**config.mk**
```make
export PLATFORM = sky130hd
export DESIGN_NAME = timer_irq_source_flat
export DESIGN_NICKNAME = d
export VERILOG_FILES = /design/src/rtl/timer_irq_source_if.sv /design/src/rtl/timer_irq_source.sv /design/src/flat_wrapper.sv
export SDC_FILE = /design/constraint.sdc
export NUM_CORES = 1
export LEC_CHECK = 0
export ABC_AREA = 1
export CORE_MARGIN = 2
export CORE_UTILIZATION = 40
export DETAILED_ROUTE_END_ITERATION = 8
export GPL_ROUTABILITY_DRIVEN = 0
export SLEW_MARGIN = 20
export SYNTH_ARGS = -nofsm -noshare
export SYNTH_HDL_FRONTEND = slang
export SYNTH_SLANG_ARGS = --single-unit
```
**constraint.sdc**
```tcl
create_clock -name clk -period 2.95 [get_ports clk]
set_clock_uncertainty 0.2 [all_clocks]
set_input_delay 0.4425 -clock clk [delete_from_list [all_inputs] [get_ports clk]]
set_output_delay 0.4425 -clock clk [all_outputs]
set_load 0.02 [all_outputs]
```
**src/rtl/timer_irq_source_if.sv**
```systemverilog
// Data-memory bus bundle between the CPU load/store path and the timer.
// Latency: none, wires only.
// Backpressure: none; the bus completes every access in the cycle it is presented.
//
// Ports (signals):
//   Addr      - byte address from the ALU result
//   WriteData - store data (rt)
//   MemWr     - store strobe, same cycle as Addr
//   MemRd     - load strobe
//   ReadData  - load data returned by the slave, combinational
//   Sel       - slave decodes Addr as one of its registers
interface timer_irq_source_if;
  logic [31:0] Addr;
  logic [31:0] WriteData;
  logic        MemWr;
  logic        MemRd;
  logic [31:0] ReadData;
  logic        Sel;

  modport master (
    output Addr, WriteData, MemWr, MemRd,
    input  ReadData, Sel
  );

  modport slave (
    input  Addr, WriteData, MemWr, MemRd,
    output ReadData, Sel
  );
endinterface

```
**src/rtl/timer_irq_source.sv**
```systemverilog
// Memory-mapped 32-bit reload timer raising a level interrupt on TL overflow.
// Latency: reads are combinational; writes and counting take effect at the next clk edge.
// Backpressure: none; every bus access is accepted in the cycle it is presented.
//
// Ports:
//   clk         - system clock, all state on the rising edge
//   reset       - asynchronous active-low reset
//   bus         - data-memory bus slave (Addr, WriteData, MemWr, MemRd, ReadData, Sel)
//   kernel_mode - PC[31] of the current instruction; masks the interrupt while set
//   Interrupt   - level interrupt request to the control unit
//
// Register map: TH at BASE_ADDR, TL at +4, TCON at +8 (EN=bit0, IE=bit1, IS=bit2).
module timer_irq_source #(
  parameter logic [31:0] BASE_ADDR = 32'h4000_0000,
  parameter int unsigned PRESCALE  = 1
) (
  input  logic                clk,
  input  logic                reset,
  timer_irq_source_if.slave   bus,
  input  logic                kernel_mode,
  output logic                Interrupt
);

  localparam int PCW = (PRESCALE > 1) ? $clog2(PRESCALE) : 1;
  localparam logic [PCW-1:0] PC_LAST  = PCW'(PRESCALE - 1);
  localparam logic [29:0]    WA_TH    = BASE_ADDR[31:2];
  localparam logic [29:0]    WA_TL    = WA_TH + 30'd1;
  localparam logic [29:0]    WA_TCON  = WA_TH + 30'd2;

  logic [31:0]    r_th;
  logic [31:0]    r_tl;
  logic           r_en;
  logic           r_ie;
  logic           r_is;
  logic [PCW-1:0] r_pc;

  logic           w_hit_th;
  logic           w_hit_tl;
  logic           w_hit_tcon;
  logic           w_sel;
  logic           w_wr_th;
  logic           w_wr_tl;
  logic           w_wr_tcon;
  logic           w_tick;
  logic           w_ovf;
  logic           w_ie_next;
  logic           w_is_next;
  logic [31:0]    w_rdata;
  logic           w_unused_addr_lo;

  // Byte offset within the word is don't-care: any access to a register's word hits it.
  assign w_unused_addr_lo = &{1'b0, bus.Addr[1:0]};

  assign w_hit_th   = (bus.Addr[31:2] == WA_TH);
  assign w_hit_tl   = (bus.Addr[31:2] == WA_TL);
  assign w_hit_tcon = (bus.Addr[31:2] == WA_TCON);
  assign w_sel      = w_hit_th | w_hit_tl | w_hit_tcon;

  assign w_wr_th    = bus.MemWr & w_hit_th;
  assign w_wr_tl    = bus.MemWr & w_hit_tl;
  assign w_wr_tcon  = bus.MemWr & w_hit_tcon;

  // Tick uses the EN value in force before this edge; a TCON write changes EN afterwards.
  assign w_tick = r_en & (r_pc == PC_LAST);
  assign w_ovf  = w_tick & (r_tl == 32'hFFFF_FFFF);

  // OR-ing the overflow in after the software value means a clear that collides with
  // an overflow still leaves IS set, so the event is never dropped.
  assign w_ie_next = w_wr_tcon ? bus.WriteData[1] : r_ie;
  assign w_is_next = (w_wr_tcon ? bus.WriteData[2] : r_is) | (w_ovf & w_ie_next);

  // Prescaler: holds (not cleared) while EN=0 so the phase resumes where it stopped.
  always_ff @(posedge clk or negedge reset) begin
    if (!reset) begin
      r_pc <= '0;
    end else if (r_en) begin
      r_pc <= w_tick ? '0 : r_pc + 1'b1;
    end
  end

  always_ff @(posedge clk or negedge reset) begin
    if (!reset) begin
      r_th <= '0;
      r_tl <= '0;
      r_en <= 1'b0;
      r_ie <= 1'b0;
      r_is <= 1'b0;
    end else begin
      if (w_wr_th) begin
        r_th <= bus.WriteData;
      end
      // A software TL write beats both increment and reload. The reload samples the
      // old TH, so a TH write in the overflow cycle only affects the next wrap.
      if (w_wr_tl) begin
        r_tl <= bus.WriteData;
      end else if (w_tick) begin
        r_tl <= w_ovf ? r_th : r_tl + 32'd1;
      end
      if (w_wr_tcon) begin
        r_en <= bus.WriteData[0];
        r_ie <= bus.WriteData[1];
      end
      r_is <= w_is_next;
    end
  end

  always_comb begin
    w_rdata = 32'd0;
    if (bus.MemRd) begin
      if (w_hit_th) begin
        w_rdata = r_th;
      end else if (w_hit_tl) begin
        w_rdata = r_tl;
      end else if (w_hit_tcon) begin
        w_rdata = {29'd0, r_is, r_ie, r_en};
      end
    end
  end

  assign bus.ReadData = w_rdata;
  assign bus.Sel      = w_sel;

  // The handler runs in kernel mode, so the request drops on entry and comes back on
  // return to user mode if IS was left set.
  assign Interrupt = r_is & r_ie & ~kernel_mode;

endmodule

```
**src/flat_wrapper.sv**
```systemverilog
// flat-port wrapper written by rule: the top's interface ports become plain ports
module timer_irq_source_flat 
#(
  parameter logic [31:0] BASE_ADDR = 32'h4000_0000,
  parameter int unsigned PRESCALE  = 1
)
  (clk, reset, kernel_mode, Interrupt, bus_Addr, bus_WriteData, bus_MemWr, bus_MemRd, bus_ReadData, bus_Sel);
  timer_irq_source_if bus_i ();
  input  logic clk;
  input  logic reset;
  input  logic kernel_mode;
  output logic Interrupt;
  input wire logic [$bits(bus_i.Addr)-1:0] bus_Addr;
  input wire logic [$bits(bus_i.WriteData)-1:0] bus_WriteData;
  input wire logic [$bits(bus_i.MemWr)-1:0] bus_MemWr;
  input wire logic [$bits(bus_i.MemRd)-1:0] bus_MemRd;
  output wire logic [$bits(bus_i.ReadData)-1:0] bus_ReadData;
  output wire logic [$bits(bus_i.Sel)-1:0] bus_Sel;
  assign bus_i.Addr = bus_Addr;
  assign bus_i.WriteData = bus_WriteData;
  assign bus_i.MemWr = bus_MemWr;
  assign bus_i.MemRd = bus_MemRd;
  assign bus_ReadData = bus_i.ReadData;
  assign bus_Sel = bus_i.Sel;
  timer_irq_source #(.BASE_ADDR(BASE_ADDR), .PRESCALE(PRESCALE)) u_core (.clk(clk), .reset(reset), .bus(bus_i), .kernel_mode(kernel_mode), .Interrupt(Interrupt));
endmodule
```
m1.png
Supply wires on this layer in grey.
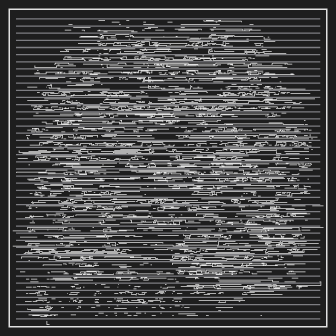
The longest straight run is 34.3 microns. 953 nets have wire on it.
wire length reported by the detailed router: 18340 microns
total via count in the routed design: 5998
met1 Usage GRT: 33.81%

==> report_table.html <==
<p>Metrics extracted from the flow reports.</p>
<table>
<tr><th>Metric</th><th>Value</th></tr>
<tr><th colspan="2">Die</th></tr>
<tr><td># rows</td><td>42</td></tr>
<tr><td>Die X</td><td>120.4 microns</td></tr>
<tr><td>Die Height</td><td>120.4 microns</td></tr>
<tr><th colspan="2">Synth</th></tr>
<tr><td>Most used flip-flop cell after synthesis</td><td>sky130_fd_sc_hd__dfrtp_1</td></tr>
<tr><td>Portion of synthesized cell area occupied by the leading cell type</td><td>31.42%</td></tr>
<tr><td>Flops after synth</td><td>68</td></tr>
<tr><td>Top-count cell post-synth</td><td>sky130_fd_sc_hd__nand2_1</td></tr>
<tr><td>Chip area line of the yosys report</td><td>5416 sq um</td></tr>
<tr><td>Unique cell type count in the Yosys netlist</td><td>32</td></tr>
<tr><td>Top cells by area in the synthesized netlist</td><td>sky130_fd_sc_hd__dfrtp_1, sky130_fd_sc_hd__nand2_1, sky130_fd_sc_hd__nand3_1</td></tr>
<tr><td>Cell area after synthesis</td><td>5416 sq um</td></tr>
<tr><td>Post-synthesis cell type with the largest combined area</td><td>sky130_fd_sc_hd__dfrtp_1</td></tr>
<tr><td>Share of async-settable or async-resettable flops after synthesis</td><td>100.0%</td></tr>
<tr><td>Post-synthesis cell count from yosys</td><td>874</td></tr>
<tr><td>Part of the Yosys area used for sequential elements</td><td>31.42%</td></tr>
<tr><th colspan="2">Timing</th></tr>
<tr><td>Slack of the critical path</td><td>0.1032 ns</td></tr>
<tr><td>Period Utilization, post-route</td><td>96.50%</td></tr>
<tr><td>RSZ-0062 raised after global routing</td><td>false</td></tr>
<tr><td>Worst slew margin relative to its limit</td><td>44.88%</td></tr>
<tr><td>Hold WS</td><td>0.2119 ns</td></tr>
<tr><td>Highest attainable clock frequency</td><td>351.3 MHz</td></tr>
<tr><td>Number of setup violations in the final report</td><td>0</td></tr>
<tr><td>Final hold viol count</td><td>0</td></tr>
<tr><td>Final tally of max-slew violations</td><td>0</td></tr>
<tr><td>Final TNS setup</td><td>0 ns</td></tr>
<tr><th colspan="2">Placement</th></tr>
<tr><td>Post-place instance area</td><td>6764 sq um</td></tr>
<tr><td>Cell count after placement</td><td>1139</td></tr>
<tr><td>Pre-CTS setup slack</td><td>-0.4115 ns</td></tr>
<tr><td>DP HPWL</td><td>12650 microns</td></tr>
<tr><th colspan="2">Layout</th></tr>
<tr><td>Synthesis-to-layout area growth</td><td>32.11%</td></tr>
<tr><td>FILL cells</td><td>1432</td></tr>
<tr><td>Utilization of the core after routing</td><td>54.03%</td></tr>
<tr><td>Non-filler instance count after layout</td><td>1166</td></tr>
<tr><td>Layout net count</td><td>1056</td></tr>
<tr><td>Layout cells sized above 1</td><td>14.44%</td></tr>
<tr><td>Area used by multi-input combinational logic</td><td>3162 sq um</td></tr>
<tr><td>Total inserted antenna cells</td><td>0</td></tr>
<tr><th colspan="2">GRT</th></tr>
<tr><td>Initial antenna violation count</td><td>0</td></tr>
<tr><td>Via count of the first global-routing pass</td><td>5972</td></tr>
<tr><td>Largest net degree at the start of global routing</td><td>69</td></tr>
<tr><th colspan="2">Worst setup path</th></tr>
<tr><td>Required time of the worst setup path</td><td>2.31 ns</td></tr>
<tr><td>Crit Path Max Fanout</td><td>6</td></tr>
<tr><td>Family of cells with the greatest summed delay on the critical path</td><td>buffers and inverters</td></tr>
<tr><td>Arrival @ worst endpoint</td><td>2.20 ns</td></tr>
<tr><td>CP Buf/Inv Count</td><td>4</td></tr>
<tr><td>Critical path cell sequence</td><td>clkdlybuf4s50_1 &gt; nor2_2 &gt; nand3_1 &gt; nor2_2 &gt; nand2_2 &gt; nor2_4 &gt; buf_12 &gt; clkbuf_16 &gt; nand3_1 &gt; a21oi_2 &gt; buf_2</td></tr>
<tr><td>Setup crit start kind</td><td>input pin</td></tr>
<tr><td>Maximum cell stage delay along the critical path</td><td>0.44 ns</td></tr>
<tr><td>Crit end category</td><td>primary output</td></tr>
<tr><td>Cell type of the slowest stage on the worst timing path</td><td>sky130_fd_sc_hd__clkdlybuf4s50_1</td></tr>
<tr><th colspan="2">Run</th></tr>
<tr><td>Max Cap Viol</td><td>0</td></tr>
<tr><td>Number of warnings the tools reported</td><td>28</td></tr>
<tr><th colspan="2">Pwr</th></tr>
<tr><td>Leakage power total</td><td>3.500 nW</td></tr>
<tr><td>Max VDD drop</td><td>231.1 uV</td></tr>
<tr><th colspan="2">Clock network</th></tr>
<tr><td>Largest buffer count on any clock path</td><td>2</td></tr>
<tr><td>Maximum level of the CTS H-tree</td><td>3</td></tr>
<tr><td>Clock tree sinks</td><td>68</td></tr>
<tr><td>Number of buffers added by the clock tree synthesis step</td><td>9</td></tr>
<tr><th colspan="2">Detailed routing</th></tr>
<tr><td>Routed wire per std cell</td><td>15.73 microns</td></tr>
<tr><td>Number of antenna-violating nets in the routed design</td><td>0</td></tr>
<tr><td>DRC violation count after routing</td><td>0</td></tr>
<tr><th colspan="2">Worst hold path</th></tr>
<tr><td>Class of the tightest hold or removal check</td><td>reg2reg</td></tr>
<tr><th colspan="2">Status</th></tr>
<tr><td>Outcome</td><td>complete, no violations</td></tr>
</table>
m2.png
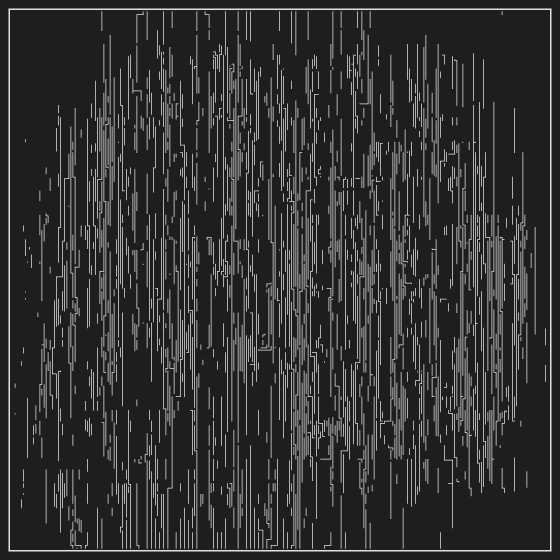
The layer carries 8730 microns of wire. The wires run mostly vertical. The longest straight run is 49.0 microns.
met2 track demand over resource in global routing: 43.29%

==> registers in the layout (all words and copies together) (netlist names) <==
register and flops:
u_core.r_is 1, u_core.r_en 1, u_core.r_th 32, u_core.r_ie 1, u_core.r_tl 32, u_core.r_pc 1
==> placed cells by master (no fill, tap or decap), types with 7 or more instances in the layout <==
cell type	n
sky130_fd_sc_hd__o21ai_0	42
sky130_fd_sc_hd__buf_2	28
sky130_fd_sc_hd__nand2_2	8
sky130_fd_sc_hd__nand3_2	13
sky130_fd_sc_hd__nor2_4	9
sky130_fd_sc_hd__a21oi_1	25
sky130_fd_sc_hd__inv_1	107
sky130_fd_sc_hd__buf_12	10
sky130_fd_sc_hd__nor2_1	81
sky130_fd_sc_hd__buf_4	30
sky130_fd_sc_hd__dfrtp_1	68
sky130_fd_sc_hd__nand3_1	162
sky130_fd_sc_hd__nand3b_1	10
sky130_fd_sc_hd__clkdlybuf4s50_1	59
sky130_fd_sc_hd__dlymetal6s2s_1	7
sky130_fd_sc_hd__nor2_2	13
sky130_fd_sc_hd__nand2_1	251
sky130_fd_sc_hd__clkbuf_16	13
sky130_fd_sc_hd__nand4_1	7
==> kinds of logic after synthesis <==
logic type,Yosys count,share of synthesized area [%]
adders and majority gates,1,0.2310
and+or+nand+nor,566,47.96
buffers and inverters,151,11.53
DFF,68,31.42
xor gates and xnor gates,9,1.455
AOI/OAI and AO/OA,79,7.415
==> worst paths after layout <==
kind                       cells past startpoint  slack, ns               end           start
max in group asynchronous                      3       1.75    u_core.r_tl[4]           reset
setup reg to reg                              10       0.59   u_core.r_tl[23]  u_core.r_tl[0]
min in group asynchronous                      3       0.46   u_core.r_th[29]           reset
hold reg to reg                                1       0.21       u_core.r_pc     u_core.r_en
hold / removal                                 1       0.21       u_core.r_pc     u_core.r_en
setup / recovery                              11       0.10  bus_ReadData[15]     bus_Addr[5]
==> timing repair <==
action / 4_1_cts / 5_1_grt
endpoints found under the setup margin: 33 / 33
gates cloned: 0 / 4
hold endpoints to repair: 68 / 0
hold buffers: 1 / 0
setup buffers: 2 / 5
resized: 102 / 55
pin swaps: 2 / 10
==> per-layer routing <==
| layer | part of all wire, % | global-route usage [%] |
|---|---|---|
| met4 | 1.6 | 8.140 |
| met1 | 45 | 33.81 |
| met2 | 48 | 43.29 |
| met5 | 0 | 0 |
| met3 | 6.2 | 4.811 |
==> cell type report <==
| cell class | count | area share (%) |
|---|---|---|
| clock buffers | 13 | 3.497 |
| repair buffers | 142 | 19.20 |
| clock inverters | 2 | 0.4896 |
| inverters | 110 | 5.770 |
| multi-input cells | 655 | 44.19 |
| flip-flops and latches | 68 | 23.78 |
| well taps | 176 | 3.077 |
==> report_power, final <==
part           total (mW)  internal (mW)  switching (mW)
combinational       0.176         0.0929          0.0828
clock                1.08          0.672           0.408
sequential          0.933          0.933       0.0000369
No activity file was given, so power comes from the tool's default toggle rates.
